### config.mk
export PLATFORM = sky130hd
export DESIGN_NAME = uart_rx
export DESIGN_NICKNAME = d
export VERILOG_FILES = /design/src/rtl/uart_pkg.sv /design/src/rtl/uart_sync2.sv /design/src/rtl/uart_rx.sv
export SDC_FILE = /design/constraint.sdc
export NUM_CORES = 1
export LEC_CHECK = 0
export CORE_MARGIN = 1
export CORE_UTILIZATION = 25
export CTS_CLUSTER_DIAMETER = 100
export CTS_CLUSTER_SIZE = 14
export DETAILED_ROUTE_END_ITERATION = 8
export PLACE_DENSITY_LB_ADDON = 0.2
export SLEW_MARGIN = 40
export SYNTH_ARGS = -nofsm -noshare
export SYNTH_HDL_FRONTEND = slang
export SYNTH_HIERARCHICAL = 1
export SYNTH_SLANG_ARGS = --single-unit
### constraint.sdc
create_clock -name mclk -period 2.2 [get_ports mclk]
set_input_delay 0.44 -clock mclk [delete_from_list [all_inputs] [get_ports mclk]]
set_output_delay 0.44 -clock mclk [all_outputs]
set_load 0.02 [all_outputs]
### src/rtl/uart_pkg.sv
// Shared UART definitions: parity selector encodings, receiver/transmitter
// state encoding and the parity helper used by both directions.
package uart_pkg;

    // parity_sel encodings; 2'd3 decodes as odd, same as 2'd2
    localparam logic [1:0] PAR_NONE = 2'd0;
    localparam logic [1:0] PAR_EVEN = 2'd1;
    localparam logic [1:0] PAR_ODD  = 2'd2;

    typedef enum logic [2:0] {
        ST_IDLE   = 3'd0,
        ST_START  = 3'd1,
        ST_DATA   = 3'd2,
        ST_PARITY = 3'd3,
        ST_STOP   = 3'd4
    } uart_state_e;

    // Parity bit a correct frame carries: XOR of the data for even,
    // its complement for odd (selector bit 1 set).
    function automatic logic parity_bit(input logic [7:0] data, input logic [1:0] sel);
        return (^data) ^ sel[1];
    endfunction

endpackage

### src/rtl/uart_sync2.sv
// Two-flop synchronizer for an asynchronous UART input line.
module uart_sync2 #(
    parameter logic RESET_VAL = 1'b1
) (
    input  logic mclk,
    input  logic n_reset,
    input  logic din,
    output logic dout
);

    logic meta;

    // Resynchronize the line; both flops reset to the idle level.
    always_ff @(posedge mclk or negedge n_reset) begin
        if (!n_reset) begin
            meta <= RESET_VAL;
            dout <= RESET_VAL;
        end else begin
            meta <= din;
            dout <= meta;
        end
    end

endmodule

### src/rtl/uart_rx.sv
// UART receiver: 8 data bits, optional even/odd parity, 1 or 2 stop bits,
// mid-bit sampling driven by a programmable bit-period counter.
module uart_rx
    import uart_pkg::*;
(
    input  logic        mclk,
    input  logic        n_reset,
    input  logic [15:0] baudrate,
    input  logic [1:0]  parity_sel,
    input  logic        stop_sel,
    input  logic        rxd,
    output logic [7:0]  rdata,
    output logic        rx_valid,
    output logic        parity_err,
    output logic        frame_err,
    output logic        busy
);

    logic        rxd_s;
    logic        rxd_prev;
    uart_state_e state;
    logic [15:0] baud_q;
    logic [1:0]  par_q;
    logic        stop_q;
    logic [15:0] cnt;
    logic [2:0]  bit_idx;
    logic        stop_idx;
    logic [7:0]  shreg;
    logic        perr_q;
    logic        ferr_q;
    logic        start_edge;
    logic        half_tick;
    logic        bit_tick;

    uart_sync2 #(.RESET_VAL(1'b1)) u_sync (
        .mclk    (mclk),
        .n_reset (n_reset),
        .din     (rxd),
        .dout    (rxd_s)
    );

    assign start_edge = rxd_prev & ~rxd_s;
    assign half_tick  = (cnt == (baud_q >> 1));
    assign bit_tick   = (cnt == baud_q);

    // Previous synchronized level, for falling-edge detection.
    always_ff @(posedge mclk or negedge n_reset) begin
        if (!n_reset) rxd_prev <= 1'b1;
        else          rxd_prev <= rxd_s;
    end

    // Receive FSM with its counters, shift register and registered outputs.
    // NOTE: every flop here uses non-blocking assignment so all state updates
    // see the pre-edge values of each other, whatever the statement order.
    always_ff @(posedge mclk or negedge n_reset) begin
        if (!n_reset) begin
            state      <= ST_IDLE;
            baud_q     <= '0;
            par_q      <= PAR_NONE;
            stop_q     <= 1'b0;
            cnt        <= '0;
            bit_idx    <= '0;
            stop_idx   <= 1'b0;
            shreg      <= '0;
            perr_q     <= 1'b0;
            ferr_q     <= 1'b0;
            rdata      <= '0;
            rx_valid   <= 1'b0;
            parity_err <= 1'b0;
            frame_err  <= 1'b0;
            busy       <= 1'b0;
        end else begin
            rx_valid <= 1'b0;
            case (state)
                ST_IDLE: begin
                    if (start_edge) begin
                        state  <= ST_START;
                        busy   <= 1'b1;
                        baud_q <= baudrate;
                        par_q  <= parity_sel;
                        stop_q <= stop_sel;
                        // The cycle that saw the edge already counts as
                        // cycle 0 of the start bit.
                        cnt    <= 16'd1;
                    end
                end
                ST_START: begin
                    if (half_tick) begin
                        cnt <= '0;
                        if (!rxd_s) begin
                            state   <= ST_DATA;
                            bit_idx <= '0;
                        end else begin
                            state <= ST_IDLE;
                            busy  <= 1'b0;
                        end
                    end else begin
                        cnt <= cnt + 16'd1;
                    end
                end
                ST_DATA: begin
                    if (bit_tick) begin
                        cnt     <= '0;
                        shreg   <= {rxd_s, shreg[7:1]};
                        bit_idx <= bit_idx + 3'd1;
                        if (bit_idx == 3'd7) begin
                            state    <= (par_q != PAR_NONE) ? ST_PARITY : ST_STOP;
                            stop_idx <= 1'b0;
                            perr_q   <= 1'b0;
                            ferr_q   <= 1'b0;
                        end
                    end else begin
                        cnt <= cnt + 16'd1;
                    end
                end
                ST_PARITY: begin
                    if (bit_tick) begin
                        cnt    <= '0;
                        perr_q <= (rxd_s != parity_bit(shreg, par_q));
                        state  <= ST_STOP;
                    end else begin
                        cnt <= cnt + 16'd1;
                    end
                end
                ST_STOP: begin
                    if (bit_tick) begin
                        cnt <= '0;
                        if (!rxd_s) ferr_q <= 1'b1;
                        if (stop_idx == stop_q) begin
                            // Last stop sample: publish the frame and go idle
                            // at mid-stop so a following start edge is caught.
                            rdata      <= shreg;
                            parity_err <= perr_q;
                            frame_err  <= ferr_q | ~rxd_s;
                            rx_valid   <= 1'b1;
                            state      <= ST_IDLE;
                            busy       <= 1'b0;
                        end else begin
                            stop_idx <= 1'b1;
                        end
                    end else begin
                        cnt <= cnt + 16'd1;
                    end
                end
                default: begin
                    state <= ST_IDLE;
                    busy  <= 1'b0;
                    cnt   <= '0;
                end
            endcase
        end
    end

endmodule
==> run_1/registers.png <==
The bar under the picture is 20 microns long.
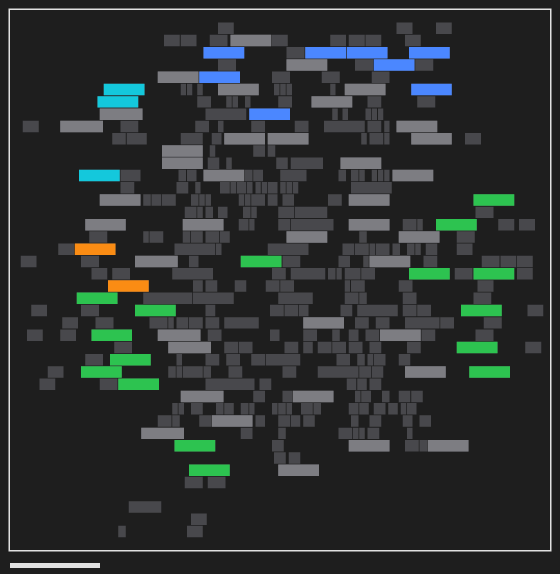
- green: baud_q (flops 16)
- orange: par_q (flops 2)
- blue: rdata (flops 8)
- cyan: bit_idx (flops 3)
- not coloured: 38

==> run_1/wire_density.png <==
24 x 24 tiles, from dark blue (low) to red (high), scaled to the fullest tile. Values are wire area over tile area, all layers added.
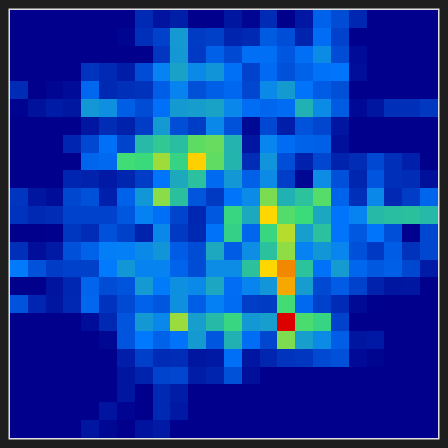
- tiles over half the peak: 3.6%
- fullest tile: 0.61
- mean over tiles: 0.086
- nearly empty tiles: 35%
- emptiest ninth of the die: bottom left

==> out/writeup.txt, run 1 <==
The flow ran to the end, and the final reports show no timing, DRC or antenna violations. In this run, the synthesized area fraction spent on xor and xnor cells is recorded as 11.4%. The tools report the startpoint type of the worst setup path as a flip-flop.

Share of final-layout standard cells stronger than drive strength 1: 21.9%. The highest metal layer carrying signal wires in the routed design is met4. For the number of global-route vias before repair, the log shows 2435. The detailed router's first-iteration violation count is 145, and the cell area after technology mapping is 3460 sq um. The portion of synthesized cell area occupied by the leading cell type came out at 46.3%. Area of all placed cells without fillers: 4460 sq um. In this run the tool buffered the top-level ports with 33 buffer cells.

The overall via count from detail_route is 2430, and the time the final worst path needs with I/O delays and setup is 2080 ps. Net count after synthesis: 340. Top power group: sequential cells. By area the synthesized netlist is led by dfrtp_1, xor2_1, mux2_2, nand2_1, xnor2_1. CTS placed an instance of clkbuf_16 at the clock tree root. The finished layout holds 546 standard cells, fillers aside.

Last element of the critical path: perr_q. Overall power consumption after layout is estimated at 4.55 mW. The global routing met3 resource utilization was 2.95%; the power in sequential cells was 1.81 mW. Counting the buffers created by CTS gives 9. In the final routing, the length of wire on met1 measures 4.20 mm. The run gives 410 ps for the maximum cell stage delay along the critical path. For the count of instantiated cells in the yosys netlist, the log shows 315.

The final estimated routing congestion in global placement came out at 0.780. Overall routing resource usage recorded by global route was 11.9%. The number of library cell types mapped by synthesis is 48.

The report lists the power per cell area as 1020 nW/um^2. The flow reports power dissipated in the clock network as 1.58 mW. The horizontal die dimension works out to 120 microns.

Library cell contributing the largest single delay on the critical path: dfrtp_1. 0 antenna diodes ended up in the layout. The detailed router reports a met3 wire length of 345 microns. The run gives 68 as the largest net degree at the start of global routing. Initial antenna violation count: 0. The run gives 117 ps as the worst setup margin. Of the total power, combinational logic draws 25.4%.

At the floorplan stage, the core utilization is reported as 25.9%. The net switching component of the power was 1.45 mW; the final hold violation count was 0.
==> run_1/final_placement.png <==
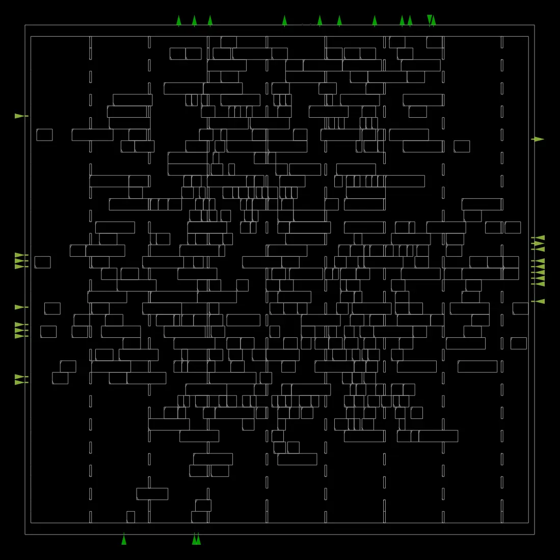
share of the final layout cell area in sequential cells: 37.8%
filler instances: 1390
standard-cell row count: 42

-- run 1: state kept, by name, summed over array words and instances (netlist names), 2 cells and up --
| name | count |
|---|---|
| baud_q | 16 |
| cnt | 16 |
| rdata | 8 |
| shreg | 8 |
| bit_idx | 3 |
| state | 3 |
| par_q | 2 |
-- run 1: worst register-to-register path, cell delays in order (launching register included) --
cell	delay (ps)
dfrtp_1	410
xor2_1	200
nor4_4	410
nand4_4	200
buf_4	200
or2_2	310
o21ai_0	150
o31ai_1	90
-- run 1: repair_timing --
action / in CTS / in global routing
hold buffers: 0 / 0
setup endpoints to repair: 0 / 11
resized: 0 / 4
buffers inserted: 0 / 3
-- run 1: synthesized netlist by cell type (all sizes together) (2+ instances only) --
cell	count
o22ai	3
and2	3
xnor2	11
inv	7
a211o	3
a21o	4
and4	2
a31oi	3
o21ai	9
nor3	9
nand4	4
ha	3
nor3b	3
a21oi	8
nor2	20
nor4	9
or3	3
nand3	3
dfstp	3
mux2	29
dfrtp	64
clkbuf	2
a22o	2
xor2	34
nand2	36
buf	17
o211ai	2
and3	4
nand2b	3
-- run 1: cell usage in the layout, fill, tap and decap left out, types with 7 or more instances in the layout --
master,count
a21oi_1,8
buf_4,22
clkbuf_16,9
clkdlybuf4s50_1,32
dfrtp_1,60
inv_1,7
mux2_1,7
mux2_2,22
nand2_1,36
nor2_1,19
nor3_1,7
o21ai_0,9
xnor2_1,11
xor2_1,34
-- run 1: final cells by class --
class / instances / area [sq um] / share of cell area, %
Clock buffer: 10 / 239 / 5.36
Clock inverter: 6 / 88.8 / 1.99
Inverter: 7 / 26.3 / 0.589
Multi-Input combinational cell: 222 / 1650 / 37.0
Sequential cell: 67 / 1690 / 37.8
Tap cell: 176 / 220 / 4.94
Timing Repair Buffer: 58 / 551 / 12.3
==> run_1/drive_strength.png <==
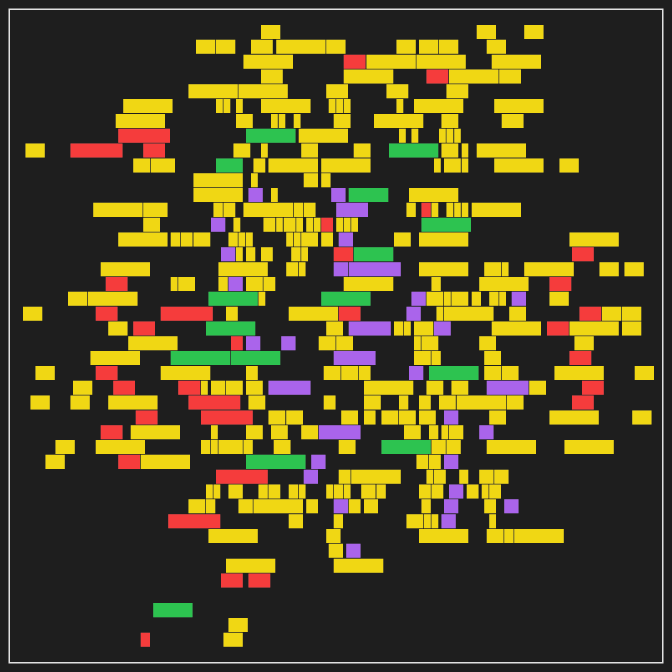

## Run 2: what changed since run 1
CORE_ASPECT_RATIO = 1.5   (was default)
==> run_2/drive_strength.png <==
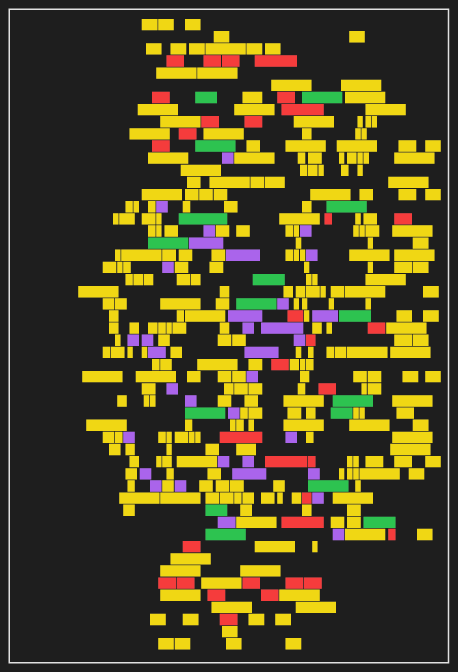
- green: drive 6 and up (cells 16; share 4.3%)
- red: drive 2 (cells 33; share 8.8%)
- purple: drive 3 to 4 (cells 34; share 9.1%)
- yellow: drive 1 or less (cells 290; share 78%)

==> out/writeup.txt, run 2 <==
The largest registers in the layout are baud_q (16), cnt (16). The top power group was sequential cells. The library cells used most frequently in the layout, excluding fill and tap cells, are dfrtp_1, nand2_1, xor2_1. The number of warning messages in the yosys log came out at 6. The final hold violation count was 0 (unchanged); the total clock network power was 1.50 mW (-5%). Startpoint type of the worst setup path: a flip-flop. The time the final worst path needs with I/O delays and setup came out at 2140 ps (+52.8 ps). With the number of buffers added on ports at 33 (unchanged), the starting density of the core is 25.7% (-0.23 points). The final HPWL from detailed placement is 6.43 mm, and the overall via count from detail_route is 2482 (+2.1%). The buffer-and-inverter tally for the worst setup path works out to 1.

The run gives 40 (-41%) as the largest net degree at the start of global routing. The run gives 89 (-39%) as the detailed router's first-iteration violation count. Net count after synthesis: 340 (unchanged). The count of instantiated cells in the yosys netlist was 315 (unchanged); the total global routing track utilization was 12.8% (+0.90 points). The tools report the combinational cell fraction of total power as 28.3% (+2.9 points). The classification of the worst-slack hold path was reg2reg.

The tools report the sequential cell fraction of total power as 39.1%. The run gives 0 (unchanged) as the initial antenna violation count. The CTS root buffer is clkbuf_16. The TritonCTS buffer count was 9 (unchanged).

Share of final-layout standard cells stronger than drive strength 1: 22.3% (+0.36 points). The final reports fail on DRC. The portion of synthesized cell area occupied by the leading cell type was 46.3% (unchanged). The routed design shows a via density per instance of 4.64. The most frequent standard cell in the layout excluding fill and tap cells is dfrtp_1.

With the number of library cell types mapped by synthesis at 48 (unchanged), the buffer depth of the longest clock path is 2. The run gives 460 ps (+50 ps) for the maximum cell stage delay along the critical path. The synthesis run shows the most used standard cells to be dfrtp_1, nand2_1, xor2_1, mux2_2, nor2_1. Summed over all cells, the static leakage comes to 2.09 nW.

The ratio of total power to cell area works out to 1030 nW/um^2 (+1.1%). The number of global-route vias before repair was 2589 (+6.3%). The total number of placement rows came out at 52 (+24%).

In this run the vertical extent of the chip is 146 microns. The worst setup margin was 63.7 ps (-52.8 ps). Among all cell types in the netlist, the one instantiated most often is dfrtp_1. The horizontal die dimension works out to 98.1 microns (-18%). For the power in sequential cells, the log shows 1.80 mW (about the same). The net switching component of the power came out at 1.50 mW (+3.5%). For this design, the slowest cell found on the critical path is dfrtp_1.

The global-route wire length before repair is 13.5 mm. The run finished, with violations left. Yosys attributes the largest share of cell area to dfrtp_1, xor2_1, mux2_2, nand2_1, xnor2_1. In this build the clock could be raised as far as 0.468 GHz. Per the detail_route report, DRC violations left total 5. The final estimated routing congestion in global placement was 0.871 (+12%).
-- run 2: repair_timing --
action                                  in CTS  in global routing
hold buffers                                 1                  0
endpoints found under the hold margin        9                  0
gates resized                                0                  4
endpoints found under the setup margin       0                  8
setup buffers                                0                  3
-- run 2: through the flow --
| step | cells | total power, mW | cell area [sq um] | hold WS [ps] |
|---|---|---|---|---|
| after global placement | 515 | 3.08 | 4100 | 339 |
| after global routing | 535 | 4.85 | 4460 | 365 |
| after floorplan | 315 | 2.64 | 3460 | 144 |
| after CTS | 532 | 4.61 | 4430 | 362 |
| final | 535 | 4.60 | 4460 | 359 |
| after detailed placement | 515 | 3.09 | 4100 | 332 |
-- run 2: kinds of logic after synthesis --
| family | synth area share, % |
|---|---|
| simple gates | 17.1 |
| buf+inv | 3.83 |
| compound gates | 8.28 |
| flops | 48.6 |
| fa+ha+maj | 1.09 |
| mux | 9.73 |
| xor+xnor | 11.4 |
-- run 2: layout make-up --
cell class	count	area (sq um)
Fill cell	1356	9010
Sequential cell	67	1680
Multi-Input combinational cell	222	1660
Timing Repair Buffer	61	576
Clock buffer	12	267
Tap cell	162	203
Clock inverter	4	47.5
Inverter	7	26.3
-- run 2: final timing paths --
kind | endpoint | from | slack [ps] | cells after the start
setup reg to reg | parity_err | cnt[9] | 60 | 6
hold / removal | u_sync/dout | u_sync/meta | 360 | 0
min in group asynchronous | baud_q[0] | n_reset | 510 | 2
max in group asynchronous | rxd_prev | n_reset | 1070 | 3
setup / recovery | parity_err | cnt[9] | 60 | 6
hold reg to reg | u_sync/dout | u_sync/meta | 360 | 0
-- run 2: layer usage --
layer / track usage, % / wire length [microns] / up-vias
met4: 7.88 / 349 / 0
met1: 12.2 / 3090 / 1223
met5: 0 / 0 / -
met2: 23.9 / 4710 / 41
li1: - / - / 1197
met3: 3.40 / 244 / 21
Power is estimated from default activity; no workload was simulated.
